<file path="config.mk">
export PLATFORM = sky130hd
export DESIGN_NAME = iir_sample_feeder_flat
export DESIGN_NICKNAME = d
export VERILOG_FILES = /design/src/rtl/iir_sample_feeder_pkg.sv /design/src/rtl/iir_sample_feeder_if.sv /design/src/rtl/iir_sample_feeder_fifo.sv /design/src/rtl/iir_sample_feeder.sv /design/src/flat_wrapper.sv
export SDC_FILE = /design/constraint.sdc
export NUM_CORES = 1
export LEC_CHECK = 0
export CORE_MARGIN = 3
export CORE_UTILIZATION = 39
export CTS_CLUSTER_SIZE = 24
export DETAILED_ROUTE_END_ITERATION = 16
export SLEW_MARGIN = 30
export SYNTH_ARGS = -nofsm -noshare
export SYNTH_HDL_FRONTEND = slang
export SYNTH_HIERARCHICAL = 1
export SYNTH_SLANG_ARGS = --single-unit
</file>
<file path="constraint.sdc">
create_clock -name clk -period 4 [get_ports clk]
set_clock_uncertainty 0.1 [all_clocks]
set_input_delay 0.8 -clock clk [delete_from_list [all_inputs] [get_ports clk]]
set_output_delay 0.8 -clock clk [all_outputs]
set_load 0.01 [all_outputs]
</file>
<file path="src/rtl/iir_sample_feeder_pkg.sv">
// Shared constants, FSM encoding and the saturating pre-scale helper
// for the IIR biquad input feeder.
package iir_sample_feeder_pkg;

   localparam int DW        = 18;
   localparam int FRAME_LEN = 7;
   localparam logic [DW-1:0] MAXV = {1'b0, {(DW-1){1'b1}}};
   localparam logic [DW-1:0] MINV = {1'b1, {(DW-1){1'b0}}};

   // Limits expressed in the widest pre-scale width (DW + max shift of 4).
   localparam logic signed [DW+3:0] VMAX = {5'b00000, {(DW-1){1'b1}}};
   localparam logic signed [DW+3:0] VMIN = {5'b11111, {(DW-1){1'b0}}};

   typedef enum logic [1:0] {
      S_IDLE,
      S_ISSUE,
      S_WAIT
   } state_t;

   function automatic logic [DW-1:0] sat_shift(input logic [DW-1:0] x, input int unsigned sh);
      logic signed [DW+3:0] v;
      v = $signed({{4{x[DW-1]}}, x}) <<< sh;
      if (v > VMAX)      return MAXV;
      else if (v < VMIN) return MINV;
      else               return v[DW-1:0];
   endfunction

endpackage

</file>
<file path="src/rtl/iir_sample_feeder_if.sv">
// Sample stream in, held sample / start pulse out, frame-complete pulse back.
interface iir_sample_feeder_if;
   import iir_sample_feeder_pkg::*;

   logic [DW-1:0] s_data;
   logic          s_valid;
   logic          s_ready;
   logic [DW-1:0] din;
   logic          din_valid;
   logic          dout_valid;

   modport slave  (input s_data, s_valid, dout_valid, output s_ready, din, din_valid);
   modport master (output s_data, s_valid, dout_valid, input s_ready, din, din_valid);
endinterface

</file>
<file path="src/rtl/iir_sample_feeder_fifo.sv">
// Synchronous FIFO with occupancy count; the popped word lands in a
// read-data register that holds until the next pop.
module iir_sample_feeder_fifo #(
   parameter int W     = 18,
   parameter int DEPTH = 8,
   parameter int AW    = 3
) (
   input  logic         clk,
   input  logic         rst,
   input  logic         push,
   input  logic [W-1:0] wdata,
   input  logic         pop,
   output logic [W-1:0] rdata,
   output logic [AW:0]  level,
   output logic         full,
   output logic         empty
);

   logic [W-1:0]  mem [DEPTH];
   logic [AW-1:0] wr_ptr, rd_ptr;
   logic          do_push, do_pop;

   assign full    = (level == (AW+1)'(DEPTH));
   assign empty   = (level == '0);
   assign do_push = push & ~full;
   assign do_pop  = pop & ~empty;

   always_ff @(posedge clk)
      if (do_push) mem[wr_ptr] <= wdata;

   always_ff @(posedge clk or negedge rst) begin
      if (!rst) begin
         wr_ptr <= '0;
         rd_ptr <= '0;
         level  <= '0;
         rdata  <= '0;
      end else begin
         if (do_push) wr_ptr <= wr_ptr + AW'(1);
         if (do_pop) begin
            rd_ptr <= rd_ptr + AW'(1);
            rdata  <= mem[rd_ptr];
         end
         case ({do_push, do_pop})
            2'b10:   level <= level + (AW+1)'(1);
            2'b01:   level <= level - (AW+1)'(1);
            default: ;
         endcase
      end
   end

endmodule

</file>
<file path="src/rtl/iir_sample_feeder.sv">
// Buffers upstream samples and hands them to the biquad one frame at a time,
// holding din until the filter reports frame completion or the wait times out.
module iir_sample_feeder
   import iir_sample_feeder_pkg::*;
#(
   parameter int DEPTH   = 8,
   parameter int AW      = 3,
   parameter int SHIFT   = 0,
   parameter int TIMEOUT = 2 * FRAME_LEN + 1
) (
   input  logic                  clk,
   input  logic                  rst,
   iir_sample_feeder_if.slave    bus,
   output logic [AW:0]           level,
   output logic                  busy,
   output logic                  err
);

   localparam int CW = $clog2(TIMEOUT + 1);

   state_t        state, nxt;
   logic [CW-1:0] cnt;
   logic          push, pop, full, empty, timeout_hit;
   logic [DW-1:0] rdata;

   assign bus.s_ready = rst & ~full;
   assign push        = bus.s_valid & bus.s_ready;

   iir_sample_feeder_fifo #(.W(DW), .DEPTH(DEPTH), .AW(AW)) u_fifo (
      .clk   (clk),
      .rst   (rst),
      .push  (push),
      .wdata (bus.s_data),
      .pop   (pop),
      .rdata (rdata),
      .level (level),
      .full  (full),
      .empty (empty)
   );

   // Scaling sits after the read register, so din only moves on a pop.
   assign bus.din       = sat_shift(rdata, SHIFT);
   assign bus.din_valid = (state == S_ISSUE);
   assign busy          = (state != S_IDLE);

   always_comb begin
      nxt         = state;
      pop         = 1'b0;
      timeout_hit = 1'b0;
      case (state)
         S_IDLE: if (!empty) begin
            pop = 1'b1;
            nxt = S_ISSUE;
         end
         S_ISSUE: nxt = S_WAIT;
         S_WAIT: begin
            if (bus.dout_valid) begin
               pop = ~empty;
               nxt = empty ? S_IDLE : S_ISSUE;
            end else if (cnt == CW'(TIMEOUT)) begin
               timeout_hit = 1'b1;
               nxt         = S_IDLE;
            end
         end
         default: nxt = S_IDLE;
      endcase
   end

   always_ff @(posedge clk or negedge rst) begin
      if (!rst) begin
         state <= S_IDLE;
         cnt   <= '0;
         err   <= 1'b0;
      end else begin
         state <= nxt;
         if (state == S_ISSUE)     cnt <= '0;
         else if (state == S_WAIT) cnt <= cnt + CW'(1);
         if (timeout_hit) err <= 1'b1;
      end
   end

endmodule

</file>
<file path="src/flat_wrapper.sv">
// flat-port wrapper written by rule: the top's interface ports become plain ports
module iir_sample_feeder_flat import iir_sample_feeder_pkg::*;
#(
   parameter int DEPTH   = 8,
   parameter int AW      = 3,
   parameter int SHIFT   = 0,
   parameter int TIMEOUT = 2 * FRAME_LEN + 1
)
  (clk, rst, level, busy, err, bus_s_data, bus_s_valid, bus_dout_valid, bus_s_ready, bus_din, bus_din_valid);
  iir_sample_feeder_if bus_i ();
  input  logic clk;
  input  logic rst;
  output logic [AW:0] level;
  output logic busy;
  output logic err;
  input wire logic [$bits(bus_i.s_data)-1:0] bus_s_data;
  input wire logic [$bits(bus_i.s_valid)-1:0] bus_s_valid;
  input wire logic [$bits(bus_i.dout_valid)-1:0] bus_dout_valid;
  output wire logic [$bits(bus_i.s_ready)-1:0] bus_s_ready;
  output wire logic [$bits(bus_i.din)-1:0] bus_din;
  output wire logic [$bits(bus_i.din_valid)-1:0] bus_din_valid;
  assign bus_i.s_data = bus_s_data;
  assign bus_i.s_valid = bus_s_valid;
  assign bus_i.dout_valid = bus_dout_valid;
  assign bus_s_ready = bus_i.s_ready;
  assign bus_din = bus_i.din;
  assign bus_din_valid = bus_i.din_valid;
  iir_sample_feeder #(.DEPTH(DEPTH), .AW(AW), .SHIFT(SHIFT), .TIMEOUT(TIMEOUT)) u_core (.clk(clk), .rst(rst), .bus(bus_i), .level(level), .busy(busy), .err(err));
endmodule
</file>
Fig. 1: metal layers overlaid
Drawn at 2 px/um. Only two layers are drawn.
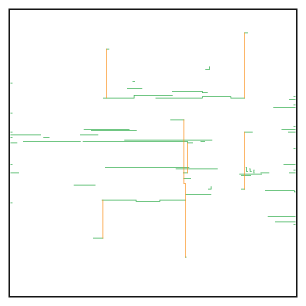
- metal 3: green (wire length 583 um)
- metal 4: orange (wire length 189 um)
drt wl/cell: 18.80 um
GRT Total Usage: 14.64%
via count: 3,910

Fig. 2: routing congestion
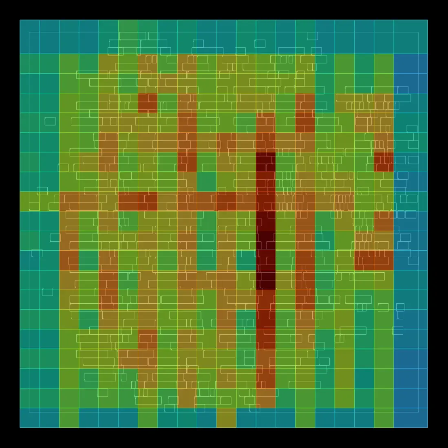
busiest grt layer: met2
met3 Usage GRT: 3.416%
met1 usage: 20.43%
Core Util, Final: 47.52%
met2 Use GR: 22.87%

Fig. 3: met1 routing
Drawn at 2 px/um. Supply wires on this layer in gray.
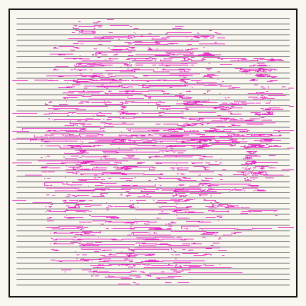
- share of all routed wire: 47%
- main direction: horizontal
- nets with wire on the layer: 514
- longest straight run: 45.1 um
Routed Wire Length: 14,080 um

==> job_summary.md <==
## Implementation flow summary

| Metric | Value |
|---|---|
| Status | `finished clean` |
| LEAKAGE | `0.003143 uW` |
| Sequential Power Share | `40.0%` |
| WP buf/inv | `1` |
| HP Class | `input port to asynchronous set/reset pin` |
| Synth Area in XOR/XNOR | `0.5985%` |
| Worst Setup End Kind | `flop` |
| Post-CTS Resized | `0` |
| Seq pwr | `2610 uW` |
| Most numerous logic cell after layout | `edfxtp_1` |
| Largest Register | `u_core/u_fifo/mem` |
| Synth warn | `6` |
| Fraction of area in registers | `60.14%` |
| Tally of OpenROAD warnings | `29` |
| Reg area | `0.005204 mm2` |
| Root Buffer | `clkbuf_16` |
| Top cells, area | `edfxtp_1, dfrtp_1, mux2_2, mux2i_1, a221o_1` |
| Ys async rst share | `19.55%` |
| Final cell count without fillers | `749` |
| Worst reg-to-reg path cell count | `11` |
| Buffers excl. clock | `67` |
| Final worst setup slack | `905.1 ps` |
| Setup TNS | `0 ps` |
| Simple-Gate Area Share | `4.258%` |
| # Taps | `229` |
| RSZ-0062 raised after global routing | `false` |
| Setup crit end | `u_core/u_fifo/level[3]` |
| Post-Synthesis Cells | `458` |
| Post-DR vias/cell | `5.220` |
| Filler Cell Count | `1,533` |
| Critical-path maximum fanout | `8` |
| Slew Viols, Final | `0` |
| Synth area leader | `edfxtp_1` |
| Max-Cap Viols | `0` |
| Main flop type after synthesis | `edfxtp_1` |
| Cell Area, Placed | `0.008023 mm2` |
| Vias in the first global route | `3,881` |
| Final instance area | `0.008653 mm2` |
Power figures rest on the tool's default switching activity, not on a simulated workload.
